Run 1, supply network:
Bar = 20 µm. Pins as bars on the die edge.
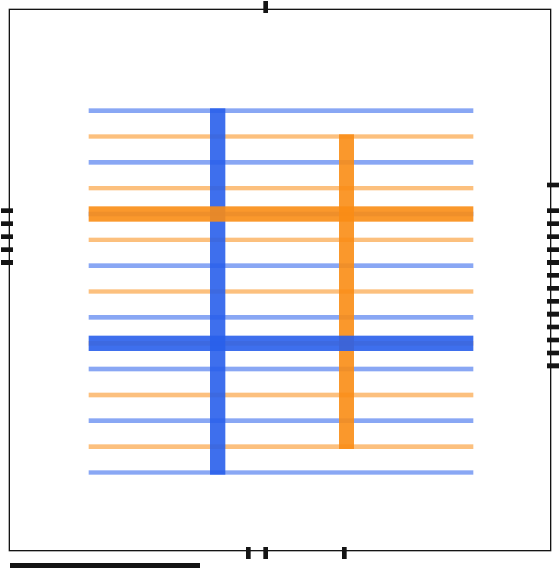
Run 1, cells coloured by class:
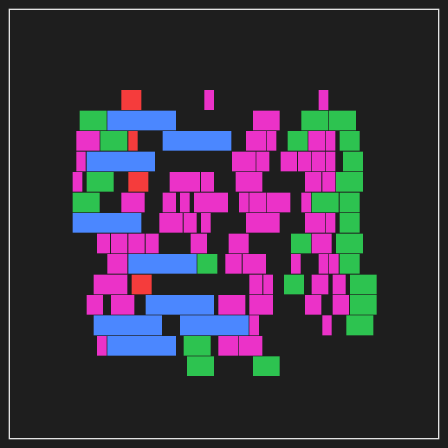
Run 1, clock wires, drivers and flops:
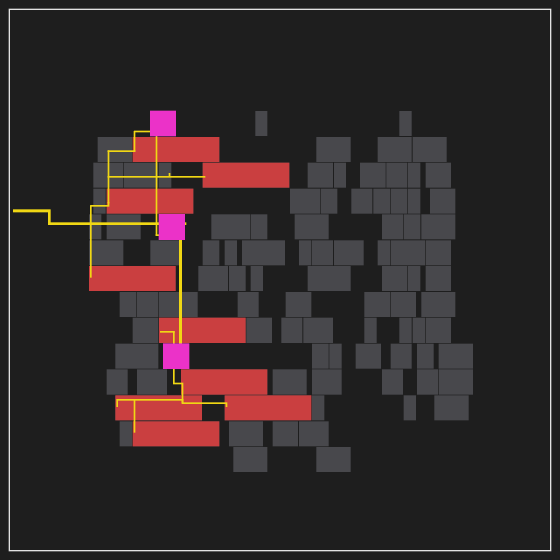
<file path="config.mk">
export PLATFORM = sky130hd
export DESIGN_NAME = ctrl_seq_p
export DESIGN_NICKNAME = d
export VERILOG_FILES = /design/src/rtl/ctrl_pkg.sv /design/src/rtl/ctrl_stall_tmr.sv /design/src/rtl/ctrl_seq_p.sv
export SDC_FILE = /design/constraint.sdc
export NUM_CORES = 1
export LEC_CHECK = 0
export CAP_MARGIN = 25
export CORE_MARGIN = 8
export CORE_UTILIZATION = 40
export CTS_CLUSTER_DIAMETER = 50
export DETAILED_ROUTE_END_ITERATION = 16
export MAX_ROUTING_LAYER = met4
export PLACE_DENSITY = 0.81
export SYNTH_ARGS = -nofsm -noshare
export SYNTH_HDL_FRONTEND = slang
export SYNTH_SLANG_ARGS = --single-unit
</file>
<file path="constraint.sdc">
create_clock -name clk -period 3.65 [get_ports clk]
set_input_delay 1.095 -clock clk [delete_from_list [all_inputs] [get_ports clk]]
set_output_delay 1.095 -clock clk [all_outputs]
set_load 0.03 [all_outputs]
</file>
<file path="src/rtl/ctrl_pkg.sv">
// Shared decode constants, state encoding and opcode helpers for the
// instruction sequencer.
package ctrl_pkg;

    localparam logic [2:0] OP_HLT = 3'd0;
    localparam logic [2:0] OP_SKZ = 3'd1;
    localparam logic [2:0] OP_ADD = 3'd2;
    localparam logic [2:0] OP_AND = 3'd3;
    localparam logic [2:0] OP_XOR = 3'd4;
    localparam logic [2:0] OP_LDA = 3'd5;
    localparam logic [2:0] OP_STO = 3'd6;
    localparam logic [2:0] OP_JMP = 3'd7;

    typedef enum logic [3:0] {
        ST_P0     = 4'd0,
        ST_P1     = 4'd1,
        ST_P2     = 4'd2,
        ST_P3     = 4'd3,
        ST_P4     = 4'd4,
        ST_P5     = 4'd5,
        ST_P6     = 4'd6,
        ST_P7     = 4'd7,
        ST_HALTED = 4'd8
    } state_e;

    function automatic logic is_alu_op(input logic [2:0] op);
        return (op == OP_ADD) || (op == OP_AND) || (op == OP_XOR) || (op == OP_LDA);
    endfunction

    // Caller passes the opcode zero-extended to 32 bits; any bit above [2:0] is illegal.
    function automatic logic is_ill_op(input logic [31:0] op);
        return (op[31:3] != 29'd0);
    endfunction

endpackage

</file>
<file path="src/rtl/ctrl_stall_tmr.sv">
// Stall timeout counter: counts stalled cycles and flags expiry when the
// counter sits at its all-ones limit while still stalled.
module ctrl_stall_tmr
    import ctrl_pkg::*;
#(
    parameter int TO_W = 4
) (
    input  logic clk,
    input  logic rst_,
    input  logic clr,
    input  logic stall,
    output logic expire
);

    logic [TO_W-1:0] r_cnt;

    assign expire = stall && (r_cnt == {TO_W{1'b1}});

    // Stall cycle counter, cleared whenever the sequencer changes state.
    always_ff @(posedge clk or negedge rst_) begin
        if (!rst_) begin
            r_cnt <= '0;
        end else if (clr) begin
            r_cnt <= '0;
        end else if (stall) begin
            r_cnt <= r_cnt + {{(TO_W-1){1'b0}}, 1'b1};
        end else begin
            r_cnt <= r_cnt;
        end
    end

endmodule

</file>
<file path="src/rtl/ctrl_seq_p.sv">
// Eight-phase instruction sequencer with memory stalls, stall timeout,
// latched HALTED state and sticky faults. CTRL_STEP_EN adds single-step input.
module ctrl_seq_p
    import ctrl_pkg::*;
#(
    parameter int OPW  = 3,
    parameter int TO_W = 4
) (
    input  logic           clk,
    input  logic           rst_,
    input  logic [OPW-1:0] opcode,
    input  logic           zero,
    input  logic           mem_rdy,
    input  logic           run,
`ifdef CTRL_STEP_EN
    input  logic           step,
`endif
    output logic           sel,
    output logic           rd,
    output logic           wr,
    output logic           ld_ir,
    output logic           ld_ac,
    output logic           ld_pc,
    output logic           inc_pc,
    output logic           halt,
    output logic           data_e,
    output logic [3:0]     state,
    output logic           bus_err,
    output logic           ill_op
);

    state_e     r_state;
    logic       r_bus_err;
    logic       r_ill_op;
    logic [2:0] w_op;
    logic       w_alu;
    logic       w_ill;
    logic       w_skz;
    logic       w_jmp;
    logic       w_sto;
    logic       w_stall;
    logic       w_adv;
    logic       w_expire;
    logic       w_tmr_clr;
    logic       w_step;

    assign w_op   = opcode[2:0];
    assign w_alu  = is_alu_op(w_op);
    assign w_ill  = is_ill_op(32'(opcode));
    assign w_skz  = (w_op == OP_SKZ);
    assign w_jmp  = (w_op == OP_JMP);
    assign w_sto  = (w_op == OP_STO);

`ifdef CTRL_STEP_EN
    assign w_step = step;
`else
    assign w_step = 1'b0;
`endif

    // Phases that wait on memory, and whether this cycle moves on.
    always_comb begin
        w_stall = 1'b0;
        case (r_state)
            ST_P2:   w_stall = !mem_rdy;
            ST_P6:   w_stall = w_alu && !mem_rdy;
            ST_P7:   w_stall = w_sto && !mem_rdy;
            default: w_stall = 1'b0;
        endcase
    end

    assign w_adv     = !w_stall;
    assign w_tmr_clr = !w_stall || w_expire;

    ctrl_stall_tmr #(
        .TO_W (TO_W)
    ) u_tmr (
        .clk    (clk),
        .rst_   (rst_),
        .clr    (w_tmr_clr),
        .stall  (w_stall),
        .expire (w_expire)
    );

    // Datapath controls; commit strobes are gated by w_adv so a stall never repeats them.
    always_comb begin
        sel    = 1'b0;
        rd     = 1'b0;
        wr     = 1'b0;
        ld_ir  = 1'b0;
        ld_ac  = 1'b0;
        ld_pc  = 1'b0;
        inc_pc = 1'b0;
        halt   = 1'b0;
        data_e = 1'b0;
        case (r_state)
            ST_P0: sel = 1'b1;
            ST_P1: begin
                sel = 1'b1;
                rd  = 1'b1;
            end
            ST_P2: begin
                sel   = 1'b1;
                rd    = 1'b1;
                ld_ir = w_adv;
            end
            ST_P3: begin
                sel   = 1'b1;
                rd    = 1'b1;
                ld_ir = 1'b1;
            end
            ST_P4: inc_pc = 1'b1;
            ST_P5: rd = w_alu;
            ST_P6: begin
                rd     = w_alu;
                data_e = !w_alu;
                inc_pc = w_skz && zero && w_adv;
                ld_pc  = w_jmp && w_adv;
            end
            ST_P7: begin
                rd     = w_alu;
                data_e = !w_alu;
                wr     = w_sto;
                ld_ac  = w_alu && w_adv;
                inc_pc = ((w_skz && zero) || w_jmp) && w_adv;
                ld_pc  = w_jmp && w_adv;
            end
            ST_HALTED: halt = 1'b1;
            default: begin
                sel = 1'b0;
            end
        endcase
    end

    // Sequencer state and sticky fault flags.
    always_ff @(posedge clk or negedge rst_) begin
        if (!rst_) begin
            r_state   <= ST_P0;
            r_bus_err <= 1'b0;
            r_ill_op  <= 1'b0;
        end else begin
            case (r_state)
                ST_P0: r_state <= ST_P1;
                ST_P1: r_state <= ST_P2;
                ST_P2: begin
                    if (w_expire) begin
                        r_state   <= ST_HALTED;
                        r_bus_err <= 1'b1;
                    end else if (w_adv) begin
                        r_state <= ST_P3;
                    end else begin
                        r_state <= r_state;
                    end
                end
                ST_P3: r_state <= ST_P4;
                ST_P4: begin
                    if (w_ill) begin
                        r_state  <= ST_HALTED;
                        r_ill_op <= 1'b1;
                    end else if (w_op == OP_HLT) begin
                        r_state <= ST_HALTED;
                    end else begin
                        r_state <= ST_P5;
                    end
                end
                ST_P5: r_state <= ST_P6;
                ST_P6: begin
                    if (w_expire) begin
                        r_state   <= ST_HALTED;
                        r_bus_err <= 1'b1;
                    end else if (w_adv) begin
                        r_state <= ST_P7;
                    end else begin
                        r_state <= r_state;
                    end
                end
                ST_P7: begin
                    if (w_expire) begin
                        r_state   <= ST_HALTED;
                        r_bus_err <= 1'b1;
                    end else if (w_adv) begin
                        r_state <= w_step ? ST_HALTED : ST_P0;
                    end else begin
                        r_state <= r_state;
                    end
                end
                ST_HALTED: begin
                    if (run) begin
                        r_state   <= ST_P0;
                        r_bus_err <= 1'b0;
                        r_ill_op  <= 1'b0;
                    end else begin
                        r_state <= r_state;
                    end
                end
                default: r_state <= ST_P0;
            endcase
        end
    end

    assign state   = r_state;
    assign bus_err = r_bus_err;
    assign ill_op  = r_ill_op;

endmodule
</file>
==> qor.csv, run 1 <==
metric,value,unit
"Hold Vio Cnt, Final",0,
Root Buffer Master,clkbuf_4,
asr flop ratio synth,1.00,
CP peak stage delay,680,ps
Sw Share,0.474,
simple share,0.323,
status,"complete, no violations",
Syn Std Cell Area,667,µm²
min-delay src,u_tmr.r_cnt[0]$_DFFE_PN0P_,
WP depth,4,
Nets,111,
main flop type,dfrtp_1,
logic area,397,µm²
share of power burned in registers,0.268,
switching power,0.306,mW
first-pass GRT wire length,2910,µm
Num CTS Buffers,3,
worst path required time,2550,ps
layout cells sized above 1,0.158,
IO Pins,23,
total negative slack,0,ps
post-DR vias/cell,5.79,
Post-Syn Instances,79,
Antenna Nets Post-Route,0,
Insertion Delay late pin,260,ps
GR Overflow Total,0,
Layout Cells excl Fill,117,
most numerous cell in the Yosys netlist,nor2_1,
Critical Path End,ld_ir,
combinational share of cell area,0.444,
most numerous logic cell after layout,clkdlybuf4s50_1,
main area contributors,"dfrtp_1 34%, nor2_1 5.6%, nor3b_2 3.8%, nand2_1 3.4%, nor3_1 3.0%",
cell taking the most area after synthesis,dfrtp_1,
hold path depth,1,
Synth Area per Inst,8.44,µm²
M1 wire length,802,µm
"XOR Share, Synth",0.0394,
sequential power,0.173,mW
setup bufs post-CTS,0,
gp weighted congestion,0.775,
largest power group,combinational logic,
Slew Limit Fails,0,
DR top layer,met4,
minimum clock period,3550,ps
-- 'supply network' (at the start) --
Key: blue = VSS; orange = VDD
2 straps on met5. 23 signal pins sit on the boundary.
die span in x: 56.8 µm
core region area: 0.00154 mm²
VDD IR max: 0.365 mV

-- 'cells coloured by class' (at the start) --
Key: red = clock drivers and dummy loads [cells 4, share of their area 3.0%]; green = remaining buffers and delay cells [cells 24, share of their area 25%]; blue = sequential cells [cells 9, share of their area 26%]; magenta = remaining logic cells [cells 64, share of their area 46%]
row cnt: 14
Seq area share: 0.252
fin area: 893 µm²
Final Util: 0.580

-- 'clock wires, drivers and flops' (at the start) --
Key: red = flip-flops [count 9]; magenta = clock-net drivers [count 3]; yellow = clock wires [length 106 µm]
There are 4 routed clock nets.
clock power share: 0.115
Clock Power: 0.0745 mW
Clock Skew: 4.45 ps

--- run 2 (diff from run 1) ---
--- a/config.mk
+++ b/config.mk
@@ -10,8 +10,9 @@
 export CORE_UTILIZATION = 40
 export CTS_CLUSTER_DIAMETER = 50
 export DETAILED_ROUTE_END_ITERATION = 16
+export DONT_BUFFER_PORTS = 1
 export MAX_ROUTING_LAYER = met4
-export PLACE_DENSITY = 0.81
+export PLACE_DENSITY = 0.63
 export SYNTH_ARGS = -nofsm -noshare
 export SYNTH_HDL_FRONTEND = slang
 export SYNTH_SLANG_ARGS = --single-unit
Run 2, metal layers overlaid:
Bar = 20 µm.
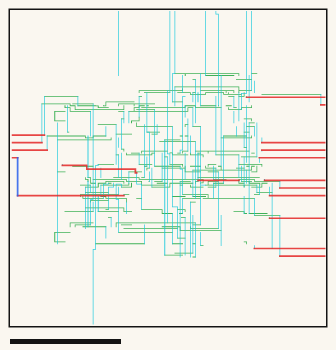
Key: green = M1 [wire length 652 µm]; blue = M4 [wire length 6.80 µm]; cyan = M2 [wire length 746 µm]; red = M3 [wire length 168 µm]
via count: 585
Total GRT Usage: 0.104
routed wire length per instance: 15.9 µm
routed wire length: 1570 µm

==> qor.csv, run 2 <==
metric,value,unit,change
Synth Area per Inst,8.44,µm²,unchanged
minimum clock period,2910,ps,was 3550 ps
hold path depth,1,,unchanged
die span in x,56.8,µm,unchanged
Sw Share,0.504,,was 0.474
switching power,0.290,mW,was 0.306 mW
Clock Power,0.0769,mW,was 0.0745 mW
cell taking the most area after synthesis,dfrtp_1,,unchanged
Num CTS Buffers,3,,unchanged
Critical Path End,ld_pc,,was ld_ir
worst path required time,2550,ps,about the same
simple share,0.323,,unchanged
setup bufs post-CTS,0,,unchanged
status,"complete, no violations",,unchanged
combinational share of cell area,0.550,,was 0.444
Insertion Delay late pin,260,ps,about the same
Post-Syn Instances,79,,unchanged
"Hold Vio Cnt, Final",0,,unchanged
most numerous cell in the Yosys netlist,nor2_1,,unchanged
fin area,721,µm²,was 893 µm²
first-pass GRT wire length,2710,µm,was 2910 µm
gp weighted congestion,0.709,,was 0.775
IO Pins,23,,unchanged
Antenna Nets Post-Route,0,,unchanged
total negative slack,0,ps,unchanged
main area contributors,"dfrtp_1 34%, nor2_1 5.6%, nor3b_2 3.8%, nand2_1 3.4%, nor3_1 3.0%",,unchanged
row cnt,14,,unchanged
CP peak stage delay,610,ps,was 680 ps
"XOR Share, Synth",0.0394,,unchanged
clock power share,0.134,,was 0.115
WP depth,4,,unchanged
min-delay src,u_tmr.r_cnt[0]$_DFFE_PN0P_,,unchanged
Slew Limit Fails,0,,unchanged
layout cells sized above 1,0.157,,was 0.158
GR Overflow Total,0,,unchanged
Layout Cells excl Fill,99,,was 117
main flop type,dfrtp_1,,unchanged
core region area,0.00154,mm²,unchanged
VDD IR max,0.320,mV,was 0.365 mV
post-DR vias/cell,5.91,,was 5.79
share of power burned in registers,0.291,,was 0.268
No activity file was given, so power comes from the tool's default toggle rates.
